[src/rtl/ripemd160_pkg.sv]
// rtl/ripemd160_pkg.sv - shared constants, FSM encoding and helpers for the RIPEMD-160 block feeder
package ripemd160_pkg;

    // Padding marker byte 0x80 placed right after the 32 message bytes.
    localparam logic [31:0] RIPEMD160_PAD_WORD = 32'h00000080;
    // Message length in bits (256), low word of the 64-bit length field.
    localparam logic [31:0] RIPEMD160_LEN_256  = 32'h00000100;

    // Clock edges from the edge sampling core_start=1 to the capture edge.
    localparam int CORE_LAT_DEFAULT  = 81;
    // Extra cycles tolerated past CORE_LAT before declaring a core timeout.
    localparam int TO_MARGIN_DEFAULT = 4;

    typedef enum logic [1:0] {
        ST_IDLE  = 2'd0,
        ST_ISSUE = 2'd1,
        ST_WAIT  = 2'd2,
        ST_OUT   = 2'd3
    } feeder_state_e;

    // Reverse the byte order of a 32-bit word.
    function automatic logic [31:0] byteswap32(input logic [31:0] w);
        return {w[7:0], w[15:8], w[23:16], w[31:24]};
    endfunction

endpackage

[src/rtl/ripemd160_block_fmt.sv]
// rtl/ripemd160_block_fmt.sv - combinational SHA-256 digest to padded RIPEMD-160 block formatter
module ripemd160_block_fmt
    import ripemd160_pkg::*;
(
    input  logic [255:0] digest_i,
    output logic [511:0] block_o
);

    // Digest bytes are big-endian on the input; RIPEMD-160 reads little-endian
    // words, so each 32-bit digest chunk is byte-reversed into its word slot.
    always_comb begin
        block_o = '0;
        for (int i = 0; i < 8; i++) begin
            block_o[32*i +: 32] = byteswap32(digest_i[255-32*i -: 32]);
        end
        block_o[32*8  +: 32] = RIPEMD160_PAD_WORD;
        block_o[32*14 +: 32] = RIPEMD160_LEN_256;
    end

endmodule

[src/rtl/ripemd160_block_feeder.sv]
// rtl/ripemd160_block_feeder.sv - issues one padded block to the RIPEMD-160 core and returns the digest
module ripemd160_block_feeder
    import ripemd160_pkg::*;
#(
    parameter int CORE_LAT  = CORE_LAT_DEFAULT,
    parameter int TO_MARGIN = TO_MARGIN_DEFAULT
) (
    input  logic         clk,
    input  logic         rst_n,
    input  logic         in_valid,
    output logic         in_ready,
    input  logic [255:0] in_digest,
    output logic         core_start,
    output logic [511:0] core_block,
    input  logic         core_valid,
    input  logic [159:0] core_ans,
    output logic         out_valid,
    input  logic         out_ready,
    output logic [159:0] out_hash,
    output logic         busy,
    output logic         err
);

    localparam int CW = (CORE_LAT > 2) ? $clog2(CORE_LAT) : 1;
    localparam int MW = $clog2(TO_MARGIN + 1);
    localparam logic [CW-1:0] CNT_LOAD   = CW'(CORE_LAT - 1);
    localparam logic [MW-1:0] MARGIN_MAX = MW'(TO_MARGIN);

    feeder_state_e  state_q, state_d;
    logic [CW-1:0]  cnt_q, cnt_d;
    logic [MW-1:0]  margin_q, margin_d;
    logic [511:0]   block_q, block_d;
    logic [159:0]   hash_q, hash_d;
    logic           err_q, err_d;
    logic [511:0]   fmt_block;
    logic [159:0]   ans_swapped;

    ripemd160_block_fmt u_fmt (
        .digest_i (in_digest),
        .block_o  (fmt_block)
    );

    // Canonical digest order: each state word h_j is emitted little-endian.
    always_comb begin
        ans_swapped = '0;
        for (int j = 0; j < 5; j++) begin
            ans_swapped[159-32*j -: 32] = byteswap32(core_ans[159-32*j -: 32]);
        end
    end

    // Next-state logic; core_valid is level-checked only once the latency
    // counter has expired because the core holds it high between jobs.
    always_comb begin
        state_d  = state_q;
        cnt_d    = cnt_q;
        margin_d = margin_q;
        block_d  = block_q;
        hash_d   = hash_q;
        err_d    = err_q;
        case (state_q)
            ST_IDLE: begin
                if (in_valid) begin
                    block_d = fmt_block;
                    state_d = ST_ISSUE;
                end
            end
            ST_ISSUE: begin
                cnt_d    = CNT_LOAD;
                margin_d = '0;
                state_d  = ST_WAIT;
            end
            ST_WAIT: begin
                if (cnt_q != '0) begin
                    cnt_d = cnt_q - CW'(1);
                end else if (core_valid) begin
                    hash_d  = ans_swapped;
                    state_d = ST_OUT;
                end else if (margin_q == MARGIN_MAX) begin
                    err_d   = 1'b1;
                    state_d = ST_IDLE;
                end else begin
                    margin_d = margin_q + MW'(1);
                end
            end
            ST_OUT: begin
                if (out_ready) begin
                    state_d = ST_IDLE;
                end
            end
            default: state_d = ST_IDLE;
        endcase
    end

    // State and datapath registers; reset aborts any job in flight.
    always_ff @(posedge clk or negedge rst_n) begin
        if (!rst_n) begin
            state_q  <= ST_IDLE;
            cnt_q    <= '0;
            margin_q <= '0;
            block_q  <= '0;
            hash_q   <= '0;
            err_q    <= 1'b0;
        end else begin
            state_q  <= state_d;
            cnt_q    <= cnt_d;
            margin_q <= margin_d;
            block_q  <= block_d;
            hash_q   <= hash_d;
            err_q    <= err_d;
        end
    end

    assign in_ready   = (state_q == ST_IDLE);
    assign core_start = (state_q == ST_ISSUE);
    assign out_valid  = (state_q == ST_OUT);
    assign busy       = (state_q != ST_IDLE);
    assign core_block = block_q;
    assign out_hash   = hash_q;
    assign err        = err_q;

endmodule
[config.mk]
export PLATFORM = sky130hd
export DESIGN_NAME = ripemd160_block_feeder
export DESIGN_NICKNAME = d
export VERILOG_FILES = /design/src/rtl/ripemd160_pkg.sv /design/src/rtl/ripemd160_block_fmt.sv /design/src/rtl/ripemd160_block_feeder.sv
export SDC_FILE = /design/constraint.sdc
export NUM_CORES = 1
export LEC_CHECK = 0
export CAP_MARGIN = 40
export CORE_AREA = 2 2 432 434
export DETAILED_ROUTE_END_ITERATION = 8
export DIE_AREA = 0 0 434 436
export PLACE_DENSITY_LB_ADDON = 0.12
export SYNTH_ARGS = -nofsm -noshare
export SYNTH_HDL_FRONTEND = slang
export SYNTH_SLANG_ARGS = --single-unit
[constraint.sdc]
create_clock -name clk -period 2 [get_ports clk]
set_input_delay 0.2 -clock clk [delete_from_list [all_inputs] [get_ports clk]]
set_output_delay 0.2 -clock clk [all_outputs]
set_load 0.02 [all_outputs]
**Run 1: met2 routing**

Bar = 100 um.
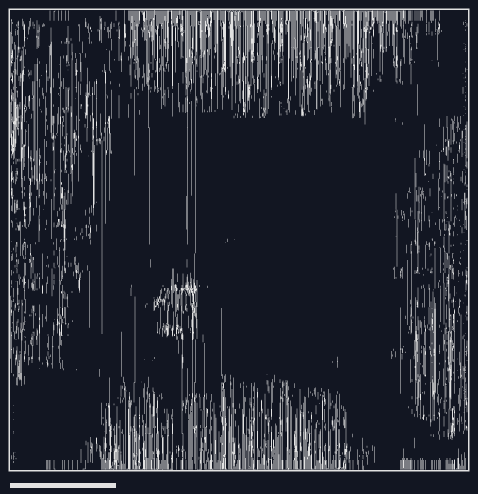
- share of all routed wire: 53%
- nets with wire on the layer: 2427
- wire length on this layer: 42.3 mm
- longest straight run: 230 um

**Run 1: floorplan with the power grid**

Pins as bars on the die edge. Tap cells in gray.
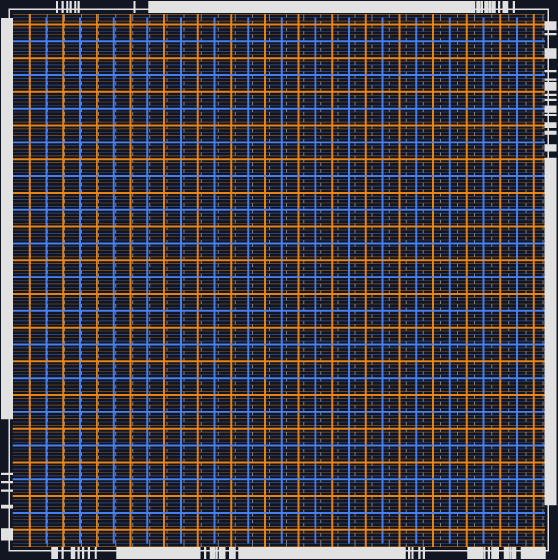
- VSS: orange
- VDD: blue
- signal pins: 1098
- met5 straps: 31

==> summary.rpt, run 1 <==
RUN METRICS
----------------------------------------------------
[Floorplanning]
  Area of the core ........................ 185000 um2
  Vertical die dimension ........................ 436 um
  Die Wd ........................ 434 um
  Die area ........................ 189000 um2
  Starting density of the core ........................ 10.0%

[Critical path]
  Setup crit start kind ........................ flop
  Worst Path Required ........................ 2.53 ns

[Place]
  Port buffer count ........................ 843
  Detailed placement HPWL ........................ 62700 um
  Final estimated routing congestion in global placement ........................ 0.733

[Layout]
  Most common logic cell in the routed design ........................ sky130_fd_sc_hd__clkdlybuf4s50_1
  Final core utilization ........................ 17.3%
  Final-layout fill cell count ........................ 20273

[Logic synthesis]
  Dominant flop cell ........................ sky130_fd_sc_hd__dfrtp_1
  Area share, top type ........................ 58.1%
  Async set-or-reset flop fraction in the synthesized netlist ........................ 100%
  Yosys cell count ........................ 1226
  Number of synthesized register bits ........................ 430
  Flip-flops with a built-in enable ........................ 0
  Post-Syn Instances ........................ 1226
  Area of the synthesized netlist per yosys stat ........................ 18500 um2
  Unique masters post-synth ........................ 41

[Global routing]
  Pin count of the biggest net entering global routing ........................ 65
  Overflow after GRT ........................ 0
  Antenna violations before repair ........................ 24

[Clock tree]
  Post-CTS setup buffer count ........................ 2
  TritonCTS clock tree ........................ done
  Clock buffer count from CTS ........................ 66
  Clk buf depth ........................ 3

[Timing]
  Pins over their slew limit ........................ 0
  Highest attainable clock frequency ........................ 501 MHz
  Crit path setup slack, layout ........................ 0.00415 ns
  Fin crit share ........................ 99.8%
  Count of endpoints failing setup in the final report ........................ 0
  Final hold violations ........................ 0
  Fin Hold WS ........................ 0.155 ns

[Power]
  Final Total Pwr ........................ 0.0507 W
  Standby leakage power ........................ 13.8 nW

[Route]
  Post-route antenna net violation count ........................ 0
  Vias post-DR ........................ 12531
  Count of TritonRoute iterations in the first routing pass ........................ 4

[Run]
  Count of maximum capacitance violations ........................ 0

[Outcome]
  Result of the run ........................ complete, no violations

----------------------------------------------------
**Run 1: routed clock nets over the placement**

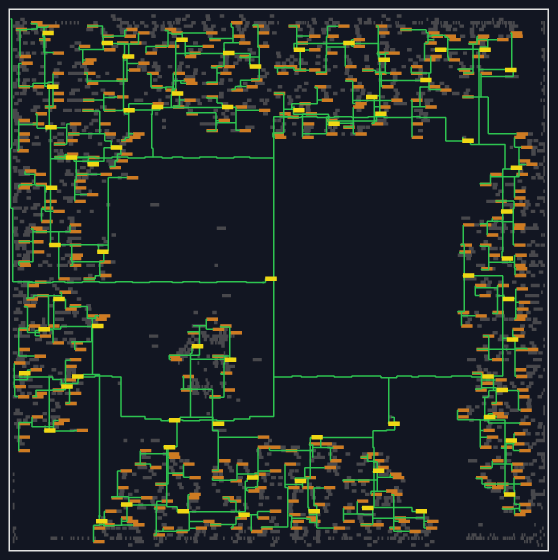
- clock-net drivers: yellow (count 66)
- clock wires: green (length 9690 um)
- flip-flops: orange (count 430)
- flops lie: widely spread
power in the clock group: 0.0123 W
clock power share: 24.2%
clock skew: 0.0165 ns
clk latency late pin: 0.65 ns

==> run 1: where the power goes <==
group	internal (W)	switching, W	leakage [nW]
logic	0.0120	0.0114	7.37
registers	0.0128	0.00226	5.32
clock network	0.00774	0.00452	1.10
total	0.0325	0.0182	13.8
==> run 1: cells in the mapped netlist, drive strengths merged, types with 2 or more instances <==
library cell / n
a21oi: 5
a22o: 4
a31oi: 2
buf: 299
clkbuf: 5
dfrtp: 430
ha: 3
inv: 9
mux2: 416
nand2: 10
nand3: 4
nor2: 6
nor3: 3
o21ai: 4
o311ai: 3
o31ai: 3
or3: 3
==> run 1: critical path: cells and delay by family (launching register included) <==
kind / cells / cell delay, ns
buf+inv: 2 / 0.36
mux: 1 / 0.30
simple gates: 3 / 0.79
flops: 1 / 0.38
==> run 1: worst paths after layout <==
path                                  end  slack, ns  cells past startpoint
setup reg to reg             out_hash[47]      0.004                      6
hold reg to reg                       err       0.48                      1
max in group asynchronous  core_block[88]       1.21                      4
min in group asynchronous    out_hash[50]       0.20                      3
hold / removal               out_hash[27]       0.15                      2
setup / recovery             out_hash[47]      0.004                      6
==> run 1: layer usage <==
metal	vias to the layer above	routed length (um)	global-route usage, %
met3	131	9110	4.49
met4	34	2070	2.84
li1	5586	-	-
met1	6173	25400	7.54
met5	-	222	0
met2	607	42300	15.0
==> run 1: final cells by class <==
| type | instances | area [um2] | share of cell area, % |
|---|---|---|---|
| flip-flops and latches | 430 | 10800 | 33.7 |
| diodes | 7 | 17.5 | 0.0548 |
| multi-input cells | 736 | 6460 | 20.2 |
| clock buffers | 100 | 1950 | 6.11 |
| repair buffers | 920 | 9320 | 29.2 |
| well taps | 2480 | 3100 | 9.71 |
| inverters | 9 | 33.8 | 0.106 |
| clock inverters | 17 | 295 | 0.924 |
==> inputs of run 2 (changes only) <==
--- a/config.mk
+++ b/config.mk
@@ -7,9 +7,11 @@
 export LEC_CHECK = 0
 export CAP_MARGIN = 40
 export CORE_AREA = 2 2 432 434
+export CTS_CLUSTER_SIZE = 30
 export DETAILED_ROUTE_END_ITERATION = 8
 export DIE_AREA = 0 0 434 436
 export PLACE_DENSITY_LB_ADDON = 0.12
+export SKIP_CTS_REPAIR_TIMING = 1
 export SYNTH_ARGS = -nofsm -noshare
 export SYNTH_HDL_FRONTEND = slang
 export SYNTH_SLANG_ARGS = --single-unit
**Run 2: cell classes on the final placement**

Bar = 100 um. Fill, decap, tap and diode cells in gray.
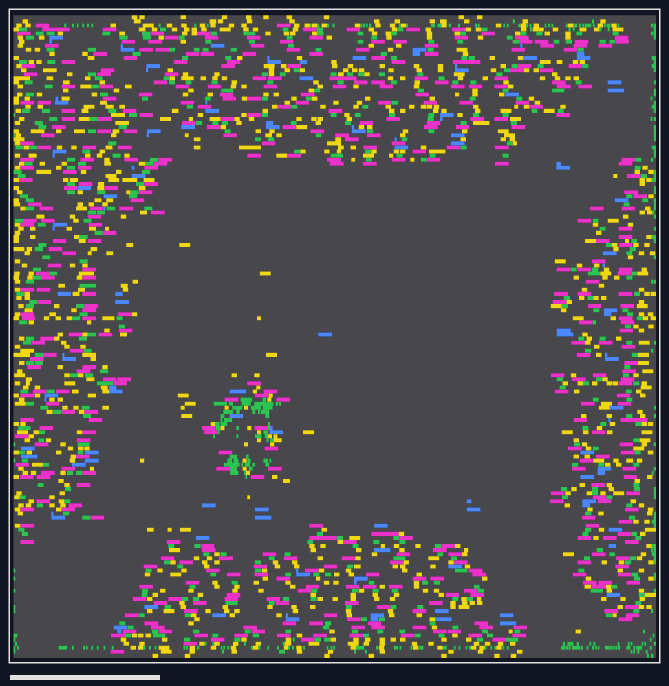
- remaining buffers and delay cells: yellow (cells 936; share of their area 33%)
- clock drivers and dummy loads: blue (cells 117; share of their area 7.7%)
- remaining logic cells: green (cells 745; share of their area 22%)
- registers: magenta (cells 430; share of their area 37%)

==> run 2 against run 1 <==
Net effect:
- critical path type unchanged
- synthesized area is the same
- synthesized cell count did not move
- clock power about the same
- final area up 1.6%
- the run now ends with negative setup slack left
- register-to-register slack worse by 0.06 ns
- sequential share of layout area decreased by 0.54 points
- largest power group unchanged
==> summary.rpt, run 2 <==
RUN METRICS
----------------------------------------------------
[Outcome]
  Result of the run ........................ finished, violations left
  Failing checks ........................ negative setup slack

[Global routing]
  Pin count of the biggest net entering global routing ........................ 65 (unchanged)
  Antenna violations before repair ........................ 24 (unchanged)
  Total GRT Usage ........................ 8.15%
  Overflow after GRT ........................ 0 (unchanged)
  Vias in the first global route ........................ 13803

[Logic synthesis]
  Area of the synthesized netlist per yosys stat ........................ 18500 um2 (unchanged)
  Leading cell types by total area after synthesis ........................ sky130_fd_sc_hd__dfrtp_1 (58%), sky130_fd_sc_hd__mux2_2 (19%), sky130_fd_sc_hd__buf_4 (10%), sky130_fd_sc_hd__mux2_4 (8.1%), sky130_fd_sc_hd__buf_2 (0.73%)
  Yosys cell count ........................ 1226 (unchanged)
  Async set-or-reset flop fraction in the synthesized netlist ........................ 100% (unchanged)
  Post-Syn Instances ........................ 1226 (unchanged)
  Area share, top type ........................ 58.1% (unchanged)
  Number of synthesized register bits ........................ 430 (unchanged)
  Post-synth top cells ........................ sky130_fd_sc_hd__dfrtp_1 (430), sky130_fd_sc_hd__mux2_2 (316), sky130_fd_sc_hd__buf_4 (255), sky130_fd_sc_hd__mux2_4 (100), sky130_fd_sc_hd__buf_2 (27)
  Cell type contributing the most total cell area after synthesis ........................ sky130_fd_sc_hd__dfrtp_1
  Leading cell type by number of instances after synthesis ........................ sky130_fd_sc_hd__dfrtp_1
  Unique masters post-synth ........................ 41 (unchanged)
  Sequential area share after synthesis ........................ 58.1%
  Flip-flops with a built-in enable ........................ 0 (unchanged)
  Dominant flop cell ........................ sky130_fd_sc_hd__dfrtp_1

[Place]
  Dpl ws ........................ -0.0485 ns
  Port buffer count ........................ 843 (unchanged)
  Detailed placement HPWL ........................ 62700 um (unchanged)
  Final estimated routing congestion in global placement ........................ 0.733 (unchanged)
  Total instance count after detailed placement ........................ 4570

[Power]
  Final Total Pwr ........................ 0.0512 W (+0.85%)
  Internal power component ........................ 0.0329 W (+1.2%)
  Part of the power in registers ........................ 29.5% (-0.2 points)
  Combinational cell fraction of total power ........................ 46.5% (+0.4 points)
  Switching portion of total power ........................ 35.7% (-0.22 points)
  Power dissipated by switching net loads ........................ 0.0183 W (+0.22%)
  Standby leakage power ........................ 14.3 nW (+3.9%)
  Clock power share ........................ 23.9% (-0.3 points)
  Power density over the cells ........................ 1580 nW/um2

[Critical path]
  Reg-to-Reg End ........................ out_hash[108]
  Register-to-Register Path Depth ........................ 7 (+1)
  Worst Path Required ........................ 2.54 ns (about the same)
  Critical path capture point type ........................ flop
  Worst path bufs/invs ........................ 3 (+1)
  Type of the setup path with the least slack ........................ reg -> reg
  Setup crit start kind ........................ flop
  Arrival time at the worst endpoint ........................ 2.59 ns
  Series of cell instances along the critical path ........................ or3_4, nor3_4, nand3_4, buf_12, buf_12, clkbuf_16, mux2_4
  Family of cells with the greatest summed delay on the critical path ........................ simple AND/OR/NAND/NOR gates
  Flop-to-flop setup slack ........................ -0.05 ns (-0.06 ns)

[Hold path]
  Type of the tightest min-delay check ........................ in -> reg
  Endpoint of the worst hold path ........................ out_hash[99]
  Worst hold path depth ........................ 2 (unchanged)
  Hold wc startpoint ........................ core_ans[123]

[Floorplanning]
  Vertical die dimension ........................ 436 um (unchanged)
  Die area ........................ 189000 um2 (unchanged)
  Die Wd ........................ 434 um (unchanged)
  Starting density of the core ........................ 10.0% (unchanged)

[Layout]
  Most frequent cells in the layout ........................ sky130_fd_sc_hd__clkdlybuf4s50_1 (787), sky130_fd_sc_hd__dfrtp_1 (430), sky130_fd_sc_hd__mux2_2 (316)
  Most common logic cell in the routed design ........................ sky130_fd_sc_hd__clkdlybuf4s50_1
  Multi-input combinational cell area ........................ 6490 um2 (+0.45%)
  Area of all placed cells without fillers ........................ 32500 um2
  Register area ........................ 10800 um2 (unchanged)
  Non-filler cells, final ........................ 4715

[Timing]
  Highest attainable clock frequency ........................ 488 MHz (-2.7%)
  Fin Hold WS ........................ 0.155 ns (+0.000120 ns)
  Crit path setup slack, layout ........................ -0.0512 ns (-0.0554 ns)
  Fin crit share ........................ 103% (+2.8 points)
  Setup repair after global routing missed its margin ........................ yes
  Count of endpoints failing setup in the final report ........................ 65 (+65)
  Clock skew ........................ 0.0167 ns (+0.000170 ns)
  Pins over their slew limit ........................ 0 (unchanged)
  Final hold violations ........................ 0 (unchanged)
  Setup TNS ........................ -1.41 ns

[Clock tree]
  Clock buffer count from CTS ........................ 66 (unchanged)
  Max H-tree Level ........................ 3
  Clk buf depth ........................ 3 (unchanged)
  TritonCTS clock tree ........................ done
  Clk latency late pin ........................ 0.65 ns (about the same)

[Route]
  Post-route antenna net violation count ........................ 0 (unchanged)
  Routed length per placed instance ........................ 17.0 um
  Starting DRC count in detailed routing ........................ 340
  Vias post-DR ........................ 12590 (+0.47%)
  Count of TritonRoute iterations in the first routing pass ........................ 4 (unchanged)

[Run]
  Count of maximum capacitance violations ........................ 0 (unchanged)

----------------------------------------------------
**Run 2: cell placement**

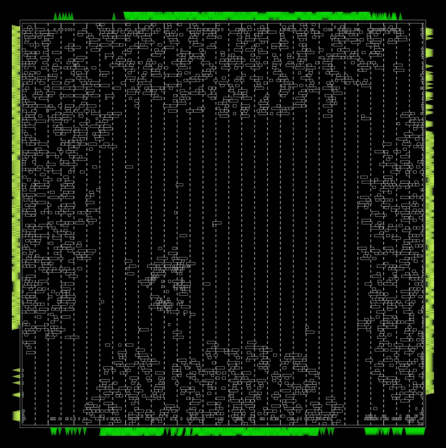
final-layout fill cell count: 20211
area of the core: 185000 um2
flip-flop and latch count: 430
final core utilization: 17.6%

==> run 2: cell counts after synthesis <==
No cell type changed its count.
==> run 2: final cells by class <==
type                    count  share of cell area, %
inverters                   9                  0.104
clock inverters            17                  0.909
repair buffers            936                   30.2
flip-flops and latches    430                   33.1
clock buffers             100                   6.01
multi-input cells         736                   20.0
diodes                      7                 0.0539
well taps                2480                   9.56
==> run 2: kinds of logic after synthesis <==
| family | share of synthesized area, % |
|---|---|
| compound gates | 1.03 |
| fa+ha+maj | 0.203 |
| buf+inv | 12.1 |
| flops | 58.1 |
| mux | 27.3 |
| other cells | 0.0203 |
| simple gates | 1.14 |
==> run 2: power groups by stage <==
| stage | clock network [W] | logic [W] | registers (W) |
|---|---|---|---|
| after floorplan | 0 | 0.00687 | 0.0199 |
| after global placement | 0 | 0.0242 | 0.0152 |
| after detailed placement | 0 | 0.0242 | 0.0152 |
| after CTS | 0.0130 | 0.0243 | 0.0152 |
| after global routing | 0.0133 | 0.0251 | 0.0157 |
| final | 0.0123 | 0.0238 | 0.0151 |
==> run 2: worst max path at each step <==
stage                from  cells after the start               to  slack (ns)
2_1_floorplan  state_q[1]                      7  core_block[100]       0.002
3_3_place_gp     cnt_q[0]                      7    out_hash[135]       -0.05
3_5_place_dp     cnt_q[0]                      7     out_hash[14]       -0.05
4_1_cts        state_q[0]                      4       core_start       -0.48
5_1_grt          cnt_q[5]                      7     out_hash[73]       -0.11
6_report         cnt_q[5]                      7    out_hash[108]       -0.05
==> run 2: metal layers <==
| metal | GRT usage (%) | up-vias | routed length, um |
|---|---|---|---|
| met3 | 4.49 | 131 | 9200 |
| met1 | 7.56 | 6191 | 25600 |
| met5 | 0 | - | 211 |
| met2 | 14.9 | 604 | 42900 |
| met4 | 2.84 | 34 | 2070 |
| li1 | - | 5630 | - |
Power and IR drop assume default switching activity.
